$ cat src/rtl/bus_pkg.sv
// Shared encodings for the BRAM-bus initiator: element sizes, byte enables,
// address increments and the copy-engine state enum.
package bus_pkg;

    typedef enum logic [1:0] {
        SIZE_BYTE = 2'd0,
        SIZE_HALF = 2'd1,
        SIZE_WORD = 2'd2,
        SIZE_RSVD = 2'd3
    } size_e;

    typedef enum logic [2:0] {
        IDLE,
        RD_REQ,
        RD_REL,
        WR_REQ,
        WR_REL,
        ERR_REL,
        FIN
    } state_e;

    function automatic logic [3:0] size_be(input size_e sz);
        case (sz)
            SIZE_BYTE: return 4'b0001;
            SIZE_HALF: return 4'b0011;
            SIZE_WORD: return 4'b1111;
            default:   return 4'b0000;
        endcase
    endfunction

    function automatic logic [2:0] size_inc(input size_e sz);
        case (sz)
            SIZE_BYTE: return 3'd1;
            SIZE_HALF: return 3'd2;
            SIZE_WORD: return 3'd4;
            default:   return 3'd0;
        endcase
    endfunction

    function automatic logic [31:0] size_mask(input size_e sz, input logic [31:0] d);
        case (sz)
            SIZE_BYTE: return {24'h0, d[7:0]};
            SIZE_HALF: return {16'h0, d[15:0]};
            default:   return d;
        endcase
    endfunction

endpackage

$ cat src/rtl/bus_init_port.sv
// One four-phase bus access: decodes ready/err against the current phase and
// runs the per-phase timeout counter.
module bus_init_port #(
    parameter int unsigned TIMEOUT = 1023
) (
    input  logic clk,
    input  logic rst_n,
    input  logic req,
    input  logic rel,
    input  logic clear,
    input  logic bus_ready,
    input  logic bus_err,
    output logic ack,
    output logic ack_err,
    output logic released,
    output logic timeout
);

    localparam int unsigned TW = (TIMEOUT < 2) ? 1 : $clog2(TIMEOUT);

    logic [TW-1:0] timer;
    logic          active;

    assign active   = req | rel;
    assign ack      = req & bus_ready;
    assign ack_err  = req & bus_ready & bus_err;
    assign released = rel & ~bus_ready;
    // Fires on the TIMEOUT-th cycle spent in the same phase.
    assign timeout  = (TIMEOUT != 0) && active && (timer == TW'(TIMEOUT - 1));

    always_ff @(posedge clk or negedge rst_n) begin
        if (!rst_n) begin
            timer <= '0;
        end else if (clear || !active) begin
            timer <= '0;
        end else if (TIMEOUT != 0 && !timeout) begin
            timer <= timer + 1'b1;
        end
    end

endmodule

$ cat src/rtl/bus_dma_copy.sv
// Bus initiator copying COUNT byte/half/word elements from src to dst, one
// four-phase read then one four-phase write per element.
module bus_dma_copy
    import bus_pkg::*;
#(
    parameter int unsigned ADDR_WIDTH = 32,
    parameter int unsigned DATA_WIDTH = 32,
    parameter int unsigned CNT_WIDTH  = 16,
    parameter int unsigned TIMEOUT    = 1023
) (
    input  logic                  clk,
    input  logic                  rst_n,
    input  logic                  start,
    input  logic [ADDR_WIDTH-1:0] src_addr,
    input  logic [ADDR_WIDTH-1:0] dst_addr,
    input  logic [CNT_WIDTH-1:0]  count,
    input  logic [1:0]            size,
    output logic                  busy,
    output logic                  done,
    output logic                  err,
    output logic [ADDR_WIDTH-1:0] err_addr,
    output logic                  bus_enable,
    output logic                  bus_wr_en,
    output logic [ADDR_WIDTH-1:0] bus_addr,
    output logic [DATA_WIDTH-1:0] bus_o_data,
    output logic [3:0]            bus_be,
    input  logic [DATA_WIDTH-1:0] bus_i_data,
    input  logic                  bus_ready,
    input  logic                  bus_err
);

    state_e                state, state_next;
    logic [ADDR_WIDTH-1:0] src, dst, err_addr_next;
    logic [CNT_WIDTH-1:0]  remaining;
    logic [DATA_WIDTH-1:0] data_q;
    size_e                 size_q;
    logic                  accept, capture, advance, set_err;
    logic                  in_req, in_rel, ack, ack_err, released, timeout;

    assign in_req = (state == RD_REQ) || (state == WR_REQ);
    assign in_rel = (state == RD_REL) || (state == WR_REL) || (state == ERR_REL);

    bus_init_port #(.TIMEOUT(TIMEOUT)) u_port (
        .clk      (clk),
        .rst_n    (rst_n),
        .req      (in_req),
        .rel      (in_rel),
        .clear    (state_next != state),
        .bus_ready(bus_ready),
        .bus_err  (bus_err),
        .ack      (ack),
        .ack_err  (ack_err),
        .released (released),
        .timeout  (timeout)
    );

    always_ff @(posedge clk or negedge rst_n) begin
        if (!rst_n) begin
            state     <= IDLE;
            src       <= '0;
            dst       <= '0;
            remaining <= '0;
            size_q    <= SIZE_BYTE;
            data_q    <= '0;
            err       <= 1'b0;
            err_addr  <= '0;
        end else begin
            state <= state_next;
            if (accept) begin
                src       <= src_addr;
                dst       <= dst_addr;
                remaining <= count;
                size_q    <= size_e'(size);
                err       <= 1'b0;
                err_addr  <= '0;
            end
            // set_err after accept so a reserved size reports on the same start
            if (set_err) begin
                err      <= 1'b1;
                err_addr <= err_addr_next;
            end
            if (capture) data_q <= size_mask(size_q, bus_i_data);
            if (advance) begin
                src       <= src + ADDR_WIDTH'(size_inc(size_q));
                dst       <= dst + ADDR_WIDTH'(size_inc(size_q));
                remaining <= remaining - 1'b1;
            end
        end
    end

    always_comb begin
        state_next    = state;
        accept        = 1'b0;
        capture       = 1'b0;
        advance       = 1'b0;
        set_err       = 1'b0;
        err_addr_next = err_addr;
        case (state)
            IDLE: if (start) begin
                accept = 1'b1;
                if (count == '0) begin
                    state_next = FIN;
                end else if (size_e'(size) == SIZE_RSVD) begin
                    set_err       = 1'b1;
                    err_addr_next = '0;
                    state_next    = FIN;
                end else begin
                    state_next = RD_REQ;
                end
            end
            RD_REQ, WR_REQ: begin
                if (ack) begin
                    if (ack_err) begin
                        set_err       = 1'b1;
                        err_addr_next = bus_addr;
                        state_next    = ERR_REL;
                    end else begin
                        capture    = (state == RD_REQ);
                        state_next = (state == RD_REQ) ? RD_REL : WR_REL;
                    end
                end else if (timeout) begin
                    set_err       = 1'b1;
                    err_addr_next = bus_addr;
                    state_next    = FIN;
                end
            end
            RD_REL, WR_REL: begin
                if (released) begin
                    if (state == RD_REL) begin
                        state_next = WR_REQ;
                    end else begin
                        advance    = 1'b1;
                        state_next = (remaining == CNT_WIDTH'(1)) ? FIN : RD_REQ;
                    end
                end else if (timeout) begin
                    set_err       = 1'b1;
                    err_addr_next = bus_addr;
                    state_next    = FIN;
                end
            end
            ERR_REL: if (released || timeout) state_next = FIN;
            FIN:     state_next = IDLE;
            default: state_next = IDLE;
        endcase
    end

    always_comb begin
        busy       = (state != IDLE) && (state != FIN);
        done       = (state == FIN);
        bus_enable = in_req;
        bus_wr_en  = (state == WR_REQ);
        bus_be     = in_req ? size_be(size_q) : 4'b0000;
        bus_o_data = (state == WR_REQ) ? data_q : '0;
        bus_addr   = '0;
        if (state == RD_REQ || state == RD_REL) bus_addr = src;
        if (state == WR_REQ || state == WR_REL) bus_addr = dst;
    end

endmodule
$ cat config.mk
export PLATFORM = sky130hd
export DESIGN_NAME = bus_dma_copy
export DESIGN_NICKNAME = d
export VERILOG_FILES = /design/src/rtl/bus_pkg.sv /design/src/rtl/bus_init_port.sv /design/src/rtl/bus_dma_copy.sv
export SDC_FILE = /design/constraint.sdc
export NUM_CORES = 1
export LEC_CHECK = 0
export CAP_MARGIN = 20
export CORE_UTILIZATION = 50
export CTS_CLUSTER_DIAMETER = 150
export DETAILED_ROUTE_END_ITERATION = 12
export GPL_TIMING_DRIVEN = 0
export PLACE_DENSITY = 0.81
export SETUP_SLACK_MARGIN = 0.02
export SYNTH_ARGS = -nofsm -noshare
export SYNTH_HDL_FRONTEND = slang
export SYNTH_SLANG_ARGS = --single-unit
$ cat constraint.sdc
create_clock -name clk -period 3.5 [get_ports clk]
set_clock_uncertainty 0.15 [all_clocks]
set_input_delay 1.05 -clock clk [delete_from_list [all_inputs] [get_ports clk]]
set_output_delay 1.05 -clock clk [all_outputs]
set_load 0.01 [all_outputs]
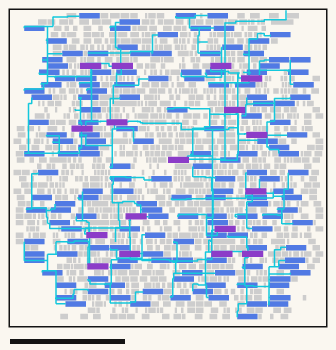
clk_routes.png
Scale bar: 50 um.
[cyan] clock wires | length: 2070 um
[purple] clock drivers | count: 17
[blue] flip-flops | count: 160
routed clock nets: 18

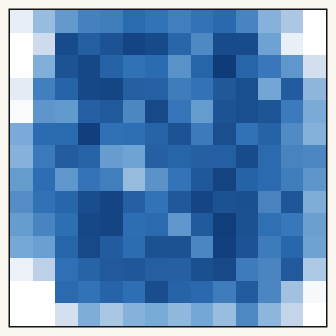
cell_density.png
14 x 14 tiles, from white (low) to dark blue (high), 0 to 100% covered.
fullest tile: 95%
tiles over 75% full: 46%
nearly empty tiles: 4.6%
Final Util: 0.7044
Core Area: 17960 um2
FP Util: 0.5086

==> flow_summary_export.csv <==
group,metric,value,unit
sta,timing.fmax,0.2844,GHz
global_routing,antenna_found_initial,1,
power,comb_power_share,0.528,
setup_path,setup.worst_path.class,"flip-flop to primary output",
power,pwr-share-seq,0.303,
setup_path,crit_required,2300,ps
power,clock_power,1.94,mW
finish,clkbuf_count,18,
drt,viasPerCell,6.309,
global_routing,grt_first_pass_wirelength,48.74,mm
drt,firstDrtPassIters,8,
power,p_clk_frac,0.169,
sta,maxSlewViolCount,0,
global_routing,grtUsageTotal,0.3462,
finish,nFillCells,1403,
drt,ant_nets,0,
power,powerDensity,907.5,nW/um2
setup_path,r2r_cells,11,
clock_tree,clock-sinks,160,
setup_path,endpoint,"bus_addr[31]",
setup_path,critical_path.reg2reg.startpoint,"size_q[0]",
finish,n_antenna_cell,1,
clock_tree,clock_latency,440,ps
sta,hold_violations,0,
sta,timing.hold.ws,330.1,ps
power,p_leak,5.871,nW
synthesis,synth_area_per_cell,8.844,um2
finish,clock_area_frac,0.04727,
finish,syn_to_final_growth,38.50,%
power,seq_power,3.48,mW
synthesis,ys_warn_count,0,
clock_tree,root_buffer,"clkbuf_16",
setup_path,crit_slowest_cell,"dfrtp_1",
die,die_area,18820,um2
clock_tree,ctsHoldBuffers,0,
clock_tree,cts_setup_buffers,9,
drt,drt_iter0_drc,1128,
setup_path,timing.reg2reg.setup_slack,230,ps
finish,stdcell_count,1533,
sta,setup_viol,1,
global_routing,overflow,0,
clock_tree,clockBufferDepth,2,
finish,inverters,37,
die,die_h,137.2,um
power,p_int,6.473,mW
finish,drive_above_1_share,0.1351,
setup_path,cpPeakStageDelay,380,ps
sta,setup_tns,-15.98,ps
drt,wl_per_cell,21.41,um
synthesis,synth_area,9136,um2
sta,layout_setup_ws,-15.98,ps
finish,area.share.combinational,0.3820,
die,tapCellCount,229,
drt,route.detailed.drc,0,
finish,ff_count,160,
global_routing,grt_max_degree,96,
status,run_status,"finished, violations left",
global_routing,grt_pass1_vias,9144,
clock_tree,clk_pin_slew,60,ps
placed_design,place_congestion,0.9648,
setup_path,path_depth,9,
setup_path,cp_max_fo,10,
power,swShare,0.4363,
finish,seq_area_frac,0.3165,
setup_path,cp_top_family,"buffers and inverters",
power,power.switching,5.010,mW
job,maxCapViolCount,0,
placed_design,port_buffers,223,
setup_path,worstPathArrival,2320,ps
finish,combGateArea,4833,um2
sta,rsz0062_at_grt,"true",
hold_path,min_path_type,"flip-flop to flip-flop",
synthesis,synth_seq_share,0.4382,
setup_path,path_cells,"buf_6 > nand2b_4 > inv_2 > and2_1 > or2_4 > clkbuf_16 > a22oi_2 > inv_1 > clkdlybuf4s15_1",
finish,seq_area,4005,um2
synthesis,yosys-stat-area,9136,um2
die,die_w,137.2,um
finish,signal_buffers,311,
clock_tree,cts_tree,"yes",
status,violations,"negative setup slack",
placed_design,post-place-ws,-427.3,ps
clock_tree,h-tree-depth,4,
sta,finalCriticalPeriod,3516,ps
setup_path,worst_setup_path_start_kind,"flip-flop",
synthesis,edf_count,0,
logic make-up after synthesis:
logic type / Yosys count / share of synthesized area
AND-OR/OR-AND: 297 / 0.2256
XOR/XNOR: 10 / 0.009587
adder cells (fa/ha/maj): 16 / 0.02356
buffers and inverters: 109 / 0.04957
flip-flops: 160 / 0.4382
multiplexers: 20 / 0.02547
AND/OR/NAND/NOR: 421 / 0.2280
synthesized netlist by cell type, types with 11 or more instances:
cell type | number | area [um2]
nand3_1 | 21 | 105.1
and3_1 | 56 | 350.3
o21ai_0 | 59 | 295.3
a21oi_1 | 51 | 255.2
a211oi_1 | 42 | 315.3
nand4_1 | 11 | 68.82
a31oi_1 | 16 | 100.1
a311oi_1 | 29 | 254.0
nor2_1 | 114 | 427.9
mux2_2 | 16 | 180.2
buf_2 | 16 | 80.08
a22oi_1 | 21 | 157.7
ha_1 | 14 | 175.2
clkbuf_1 | 42 | 157.7
inv_1 | 37 | 138.9
and2_1 | 14 | 87.58
nand2_1 | 126 | 473.0
nor3_1 | 24 | 120.1
a22o_1 | 13 | 113.9
dfrtp_1 | 160 | 4004
placed cells by master (no fill, tap or decap), types with 9 or more instances in the layout:
| master | count |
|---|---|
| a22oi_2 | 17 |
| o22ai_1 | 9 |
| buf_2 | 15 |
| nor2b_1 | 10 |
| clkbuf_2 | 21 |
| a211oi_1 | 42 |
| dfrtp_1 | 159 |
| o211ai_1 | 10 |
| clkbuf_16 | 19 |
| and3_1 | 56 |
| o21ai_0 | 57 |
| buf_4 | 18 |
| nand3_1 | 21 |
| nand2_1 | 126 |
| nand4_1 | 11 |
| inv_1 | 36 |
| ha_1 | 14 |
| a21oi_1 | 44 |
| nor3_1 | 23 |
| a311oi_1 | 29 |
| a31oi_1 | 16 |
| and2_1 | 14 |
| clkbuf_1 | 29 |
| nor2_1 | 112 |
| mux2_2 | 16 |
| clkdlybuf4s50_1 | 163 |
| dlymetal6s2s_1 | 22 |
| a22o_1 | 12 |
layer usage:
layer	vias to the layer above	share of wire	track usage	wire length, um
li1	4298	-	-	-
met1	4682	0.39	0.4612	12930
met2	577	0.46	0.5264	15220
met3	115	0.099	0.08609	3243
met4	0	0.043	0.1685	1424
met5	-	0	0	0
state kept, by name, indices dropped and copies added, names as in the netlist:
| register | count |
|---|---|
| data_q | 32 |
| dst | 32 |
| err_addr | 32 |
| src | 32 |
| remaining | 16 |
| u_port.timer | 10 |
| state | 3 |
| size_q | 2 |
| err | 1 |
worst min path at each step:
stage	endpoint	from	depth (start not counted)	slack [ps]
after global placement	data_q[15]	data_q[15]	2	300
final	data_q[21]	data_q[21]	2	330
after floorplan	data_q[10]	data_q[10]	2	290
after detailed placement	data_q[30]	data_q[30]	2	310
after global routing	data_q[0]	data_q[0]	1	360
after CTS	data_q[30]	data_q[30]	2	330
metrics by stage:
stage            util  area, um2
2_1_floorplan       -       9136
3_3_place_gp   0.6488      11650
3_5_place_dp   0.6506      11690
4_1_cts        0.6987      12550
5_1_grt        0.7044      12650
6_report       0.7044      12650
worst min-delay path, cell delays in order, from the launching register on:
cell and delay [ps]:
dfrtp_1 340, nand2_1 50, o21ai_0 60
Power figures rest on the tool's default switching activity, not on a simulated workload.
